==> src/rtl/alu_serial_pkg.sv <==
`default_nettype none
// +--------------------------------------------------------------------+
// | alu_serial_pkg : shared ctrl and FSM state encodings for alu_serial |
// | Rev 1.0                                                             |
// +--------------------------------------------------------------------+
package alu_serial_pkg;

  typedef logic [3:0] alu_ctrl_t;

  localparam alu_ctrl_t ALU_AND = 4'b0000;
  localparam alu_ctrl_t ALU_OR  = 4'b0001;
  localparam alu_ctrl_t ALU_ADD = 4'b0010;
  localparam alu_ctrl_t ALU_SUB = 4'b0110;
  localparam alu_ctrl_t ALU_SLT = 4'b0111;
  localparam alu_ctrl_t ALU_NOR = 4'b1100;

  localparam logic [1:0] ST_IDLE  = 2'd0;
  localparam logic [1:0] ST_SHIFT = 2'd1;
  localparam logic [1:0] ST_FIN   = 2'd2;

  // Only add and sub report overflow and carry-out.
  function automatic logic alu_is_arith(input alu_ctrl_t c);
    return (c == ALU_ADD) || (c == ALU_SUB);
  endfunction

endpackage
`default_nettype wire

==> src/rtl/alu_bit_slice.sv <==
`default_nettype none
// +--------------------------------------------------------------------+
// | alu_bit_slice : combinational 1-bit ALU slice (AND/OR/sum/Less)     |
// | Rev 1.0                                                             |
// +--------------------------------------------------------------------+
module alu_bit_slice (
  input  logic       i_a,
  input  logic       i_b,
  input  logic       i_ainvert,
  input  logic       i_binvert,
  input  logic       i_carry_in,
  input  logic       i_less,
  input  logic [1:0] i_operation,
  output logic       o_result,
  output logic       o_carry_out,
  output logic       o_sum
);

  logic w_ain;
  logic w_bin;

  assign w_ain       = i_ainvert ? ~i_a : i_a;
  assign w_bin       = i_binvert ? ~i_b : i_b;
  assign o_sum       = w_ain ^ w_bin ^ i_carry_in;
  assign o_carry_out = (w_ain & w_bin) | (w_ain & i_carry_in) | (w_bin & i_carry_in);

  always_comb begin
    o_result = 1'b0;
    case (i_operation)
      2'b00:   o_result = w_ain & w_bin;
      2'b01:   o_result = w_ain | w_bin;
      2'b10:   o_result = o_sum;
      default: o_result = i_less;
    endcase
  end

endmodule
`default_nettype wire

==> src/rtl/alu_serial.sv <==
`default_nettype none
// +--------------------------------------------------------------------+
// | alu_serial : bit-serial WIDTH-bit ALU, LSB first, one slice/clock   |
// | Rev 1.0                                                             |
// +--------------------------------------------------------------------+
module alu_serial
  import alu_serial_pkg::*;
#(
  parameter int WIDTH = 32
) (
  input  logic             clk,
  input  logic             rst,
  input  logic             start,
  input  logic [3:0]       ctrl,
  input  logic [WIDTH-1:0] a,
  input  logic [WIDTH-1:0] b,
  output logic             busy,
  output logic             done,
  output logic [WIDTH-1:0] result,
  output logic             zero,
  output logic             overflow,
  output logic             carry_out
);

  localparam int                 c_CNT_W = $clog2(WIDTH);
  localparam logic [c_CNT_W-1:0] c_LAST  = c_CNT_W'(WIDTH - 1);

  logic [1:0]         r_state;
  logic [c_CNT_W-1:0] r_cnt;
  logic               r_carry;
  logic [WIDTH-1:0]   r_a;
  logic [WIDTH-1:0]   r_b;
  logic [WIDTH-1:0]   r_res;
  alu_ctrl_t          r_ctrl;
  logic               r_cout_msb;
  logic               r_ovf;
  logic               r_set;
  logic               r_done;
  logic [WIDTH-1:0]   r_result;
  logic               r_zero;
  logic               r_overflow;
  logic               r_carry_out;

  logic               w_bit;
  logic               w_cout;
  logic               w_sum;
  logic [WIDTH-1:0]   w_fin_res;
  logic               w_valid;

  alu_bit_slice u_slice (
    .i_a         (r_a[0]),
    .i_b         (r_b[0]),
    .i_ainvert   (r_ctrl[3]),
    .i_binvert   (r_ctrl[2]),
    .i_carry_in  (r_carry),
    .i_less      (1'b0),
    .i_operation (r_ctrl[1:0]),
    .o_result    (w_bit),
    .o_carry_out (w_cout),
    .o_sum       (w_sum)
  );

  // slt needs the overflow-corrected sign; unsupported codes yield all zeros.
  always_comb begin
    w_fin_res = '0;
    w_valid   = 1'b1;
    case (r_ctrl)
      ALU_AND, ALU_OR, ALU_NOR, ALU_ADD, ALU_SUB: w_fin_res = r_res;
      ALU_SLT: w_fin_res = {{(WIDTH-1){1'b0}}, r_set ^ r_ovf};
      default: w_valid   = 1'b0;
    endcase
  end

  always_ff @(posedge clk) begin
    if (rst) begin
      r_state     <= ST_IDLE;
      r_cnt       <= '0;
      r_carry     <= 1'b0;
      r_a         <= '0;
      r_b         <= '0;
      r_res       <= '0;
      r_ctrl      <= ALU_AND;
      r_cout_msb  <= 1'b0;
      r_ovf       <= 1'b0;
      r_set       <= 1'b0;
      r_done      <= 1'b0;
      r_result    <= '0;
      r_zero      <= 1'b0;
      r_overflow  <= 1'b0;
      r_carry_out <= 1'b0;
    end else begin
      r_done <= 1'b0;
      case (r_state)
        ST_IDLE: begin
          if (start) begin
            r_a     <= a;
            r_b     <= b;
            r_ctrl  <= ctrl;
            r_carry <= ctrl[2];
            r_cnt   <= '0;
            r_state <= ST_SHIFT;
          end
        end
        ST_SHIFT: begin
          r_a     <= {1'b0, r_a[WIDTH-1:1]};
          r_b     <= {1'b0, r_b[WIDTH-1:1]};
          r_res   <= {w_bit, r_res[WIDTH-1:1]};
          r_carry <= w_cout;
          if (r_cnt == c_LAST) begin
            r_cout_msb <= w_cout;
            r_ovf      <= w_cout ^ r_carry;
            r_set      <= w_sum;
            r_state    <= ST_FIN;
          end else begin
            r_cnt <= r_cnt + 1'b1;
          end
        end
        ST_FIN: begin
          r_result    <= w_fin_res;
          r_zero      <= w_valid && (w_fin_res == '0);
          r_overflow  <= alu_is_arith(r_ctrl) & r_ovf;
          r_carry_out <= alu_is_arith(r_ctrl) & r_cout_msb;
          r_done      <= 1'b1;
          r_state     <= ST_IDLE;
        end
        default: r_state <= ST_IDLE;
      endcase
    end
  end

  assign busy      = (r_state != ST_IDLE);
  assign done      = r_done;
  assign result    = r_result;
  assign zero      = r_zero;
  assign overflow  = r_overflow;
  assign carry_out = r_carry_out;

endmodule
`default_nettype wire
==> config.mk <==
export PLATFORM = sky130hd
export DESIGN_NAME = alu_serial
export DESIGN_NICKNAME = d
export VERILOG_FILES = /design/src/rtl/alu_serial_pkg.sv /design/src/rtl/alu_bit_slice.sv /design/src/rtl/alu_serial.sv
export SDC_FILE = /design/constraint.sdc
export NUM_CORES = 1
export LEC_CHECK = 0
export CAP_MARGIN = 5
export CELL_PAD_IN_SITES_DETAIL_PLACEMENT = 1
export CELL_PAD_IN_SITES_GLOBAL_PLACEMENT = 2
export CORE_MARGIN = 1.5
export CORE_UTILIZATION = 32
export DETAILED_ROUTE_END_ITERATION = 10
export GPL_ROUTABILITY_DRIVEN = 0
export PLACE_DENSITY_LB_ADDON = 0.15
export SYNTH_ARGS = -nofsm -noshare
export SYNTH_HDL_FRONTEND = slang
export SYNTH_SLANG_ARGS = --single-unit
==> constraint.sdc <==
create_clock -name clk -period 5 [get_ports clk]
set_input_delay 1 -clock clk [delete_from_list [all_inputs] [get_ports clk]]
set_output_delay 1 -clock clk [all_outputs]
set_load 0.02 [all_outputs]
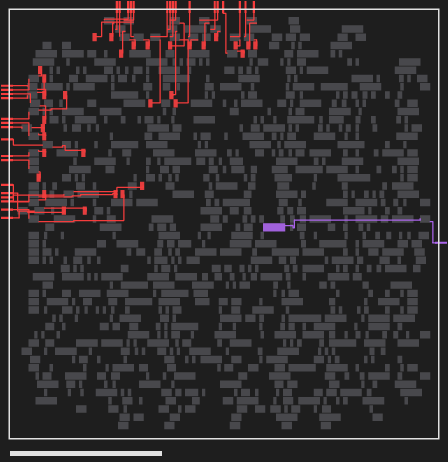
*Nets reached from selected ports*
Scale bar: 50 um.
port	color	direction	edge	end cells	buffers	wire
`overflow`	purple	output	right	1	1	57.4 um
`a`	red	input	16 left, 16 top	32	32	625 um

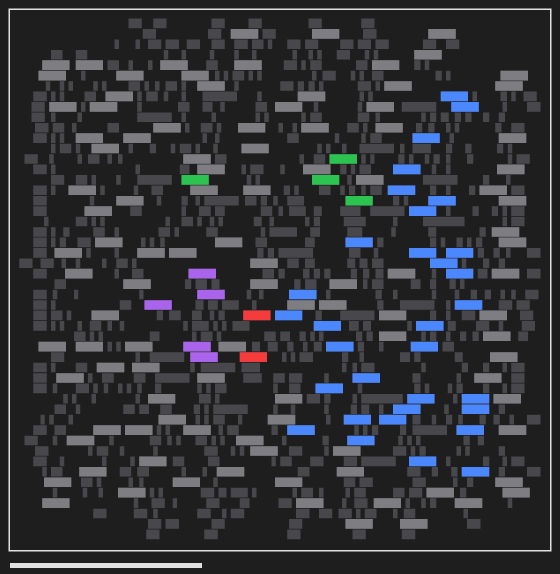
*Sequential cells grouped by signal name*
Scale bar: 50 um.
name in the netlist	color	flops
`r_state`	red	2
`r_res`	blue	32
`r_ctrl`	green	4
`r_cnt`	purple	5
not colored	104

==> run notes <==
## Run status
* run status: completed

## Layout
* Layout Nets: 896
* final core utilization: 41.7%
* fraction of area in clock buffers and inverters: 7.61%
* combined area of the multi-input logic cells: 2810 um2
* largest contributor to cell area by class: sequential cells
* non-filler cells, final: 1,067

## Worst setup path
* CP top delay family: buffers and inverters
* largest fanout of any net on the critical path: 7
* Worst R2R Setup Slack: 2.43 ns
* last element of the critical path: busy

## Drt
* number of optimization iterations in the first detailed-route pass: 4
* DR WL met3: 571 um
* highest metal layer with signal wires: met4

## Hold path
* Hold Crit Depth: 2

## Synthesis
* largest non-sequential cell family by area: simple AND/OR/NAND/NOR gates
* post-synthesis xor/xnor area fraction: 0.864%
* flip-flops with a built-in enable: 0
* Seq share, synth: 48.4%
* area share of the leading cell type in the synthesized netlist: 48.4%
* Synth area leaders: dfxtp_1 (48%), nand2_1 (14%), a311oi_1 (9.2%), a21oi_1 (5.5%), nor2_1 (4.6%)
* cell taking the most area after synthesis: dfxtp_1

## Placement
* Port Buffer Count: 107
* Placed Cells incl. Taps: 1,035
* Placed Instance Area: 7180 um2

## Clocking
* Post-CTS Setup Inserts: 0
* PostCTS Resize Cnt: 0

## Timing
* RSZ-0062 raised after global routing: false

## Floorplanning
* die area: 19,800 um2
* core region area: 18,600 um2

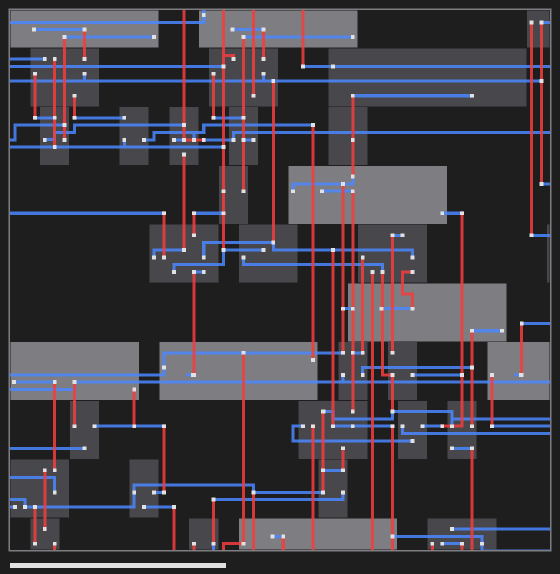
*A small window of the routed layout*
Scale bar: 10 um. Window x 23 to 48, y 23 to 48 um. Cells in gray, sequential cells in the stronger gray; small squares are vias.
layer	color
metal 2	red
metal 1	blue
most frequent	nor2_1 (8)
sequential cells in the window	7
netlist names of flops here include	`r_b` (7)
cells with their middle in the window	32

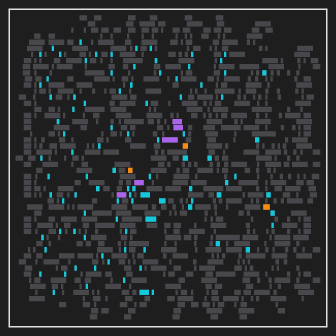
*Selected gate families*
family	color	cells
AND and OR gates	orange	3
NOR gates	cyan	93
adder and majority cells	purple	5

==> flip-flops by register name (all words and copies together), names as in the netlist <==
| register | flops |
|---|---|
| r_a | 32 |
| r_b | 32 |
| r_res | 32 |
| result | 32 |
| r_cnt | 5 |
| r_ctrl | 4 |
| r_state | 2 |
| carry_out | 1 |
| done | 1 |
| overflow | 1 |
| r_carry | 1 |
| r_cout_msb | 1 |
| r_ovf | 1 |
| r_set | 1 |
| zero | 1 |
==> power breakdown <==
part / switching, mW / leakage, nW / internal [mW]
sequential: 0.0356 / 1.20 / 1.23
clock: 0.520 / 0.279 / 0.752
combinational: 0.164 / 1.20 / 0.116
No activity file was given, so power comes from the tool's default toggle rates.
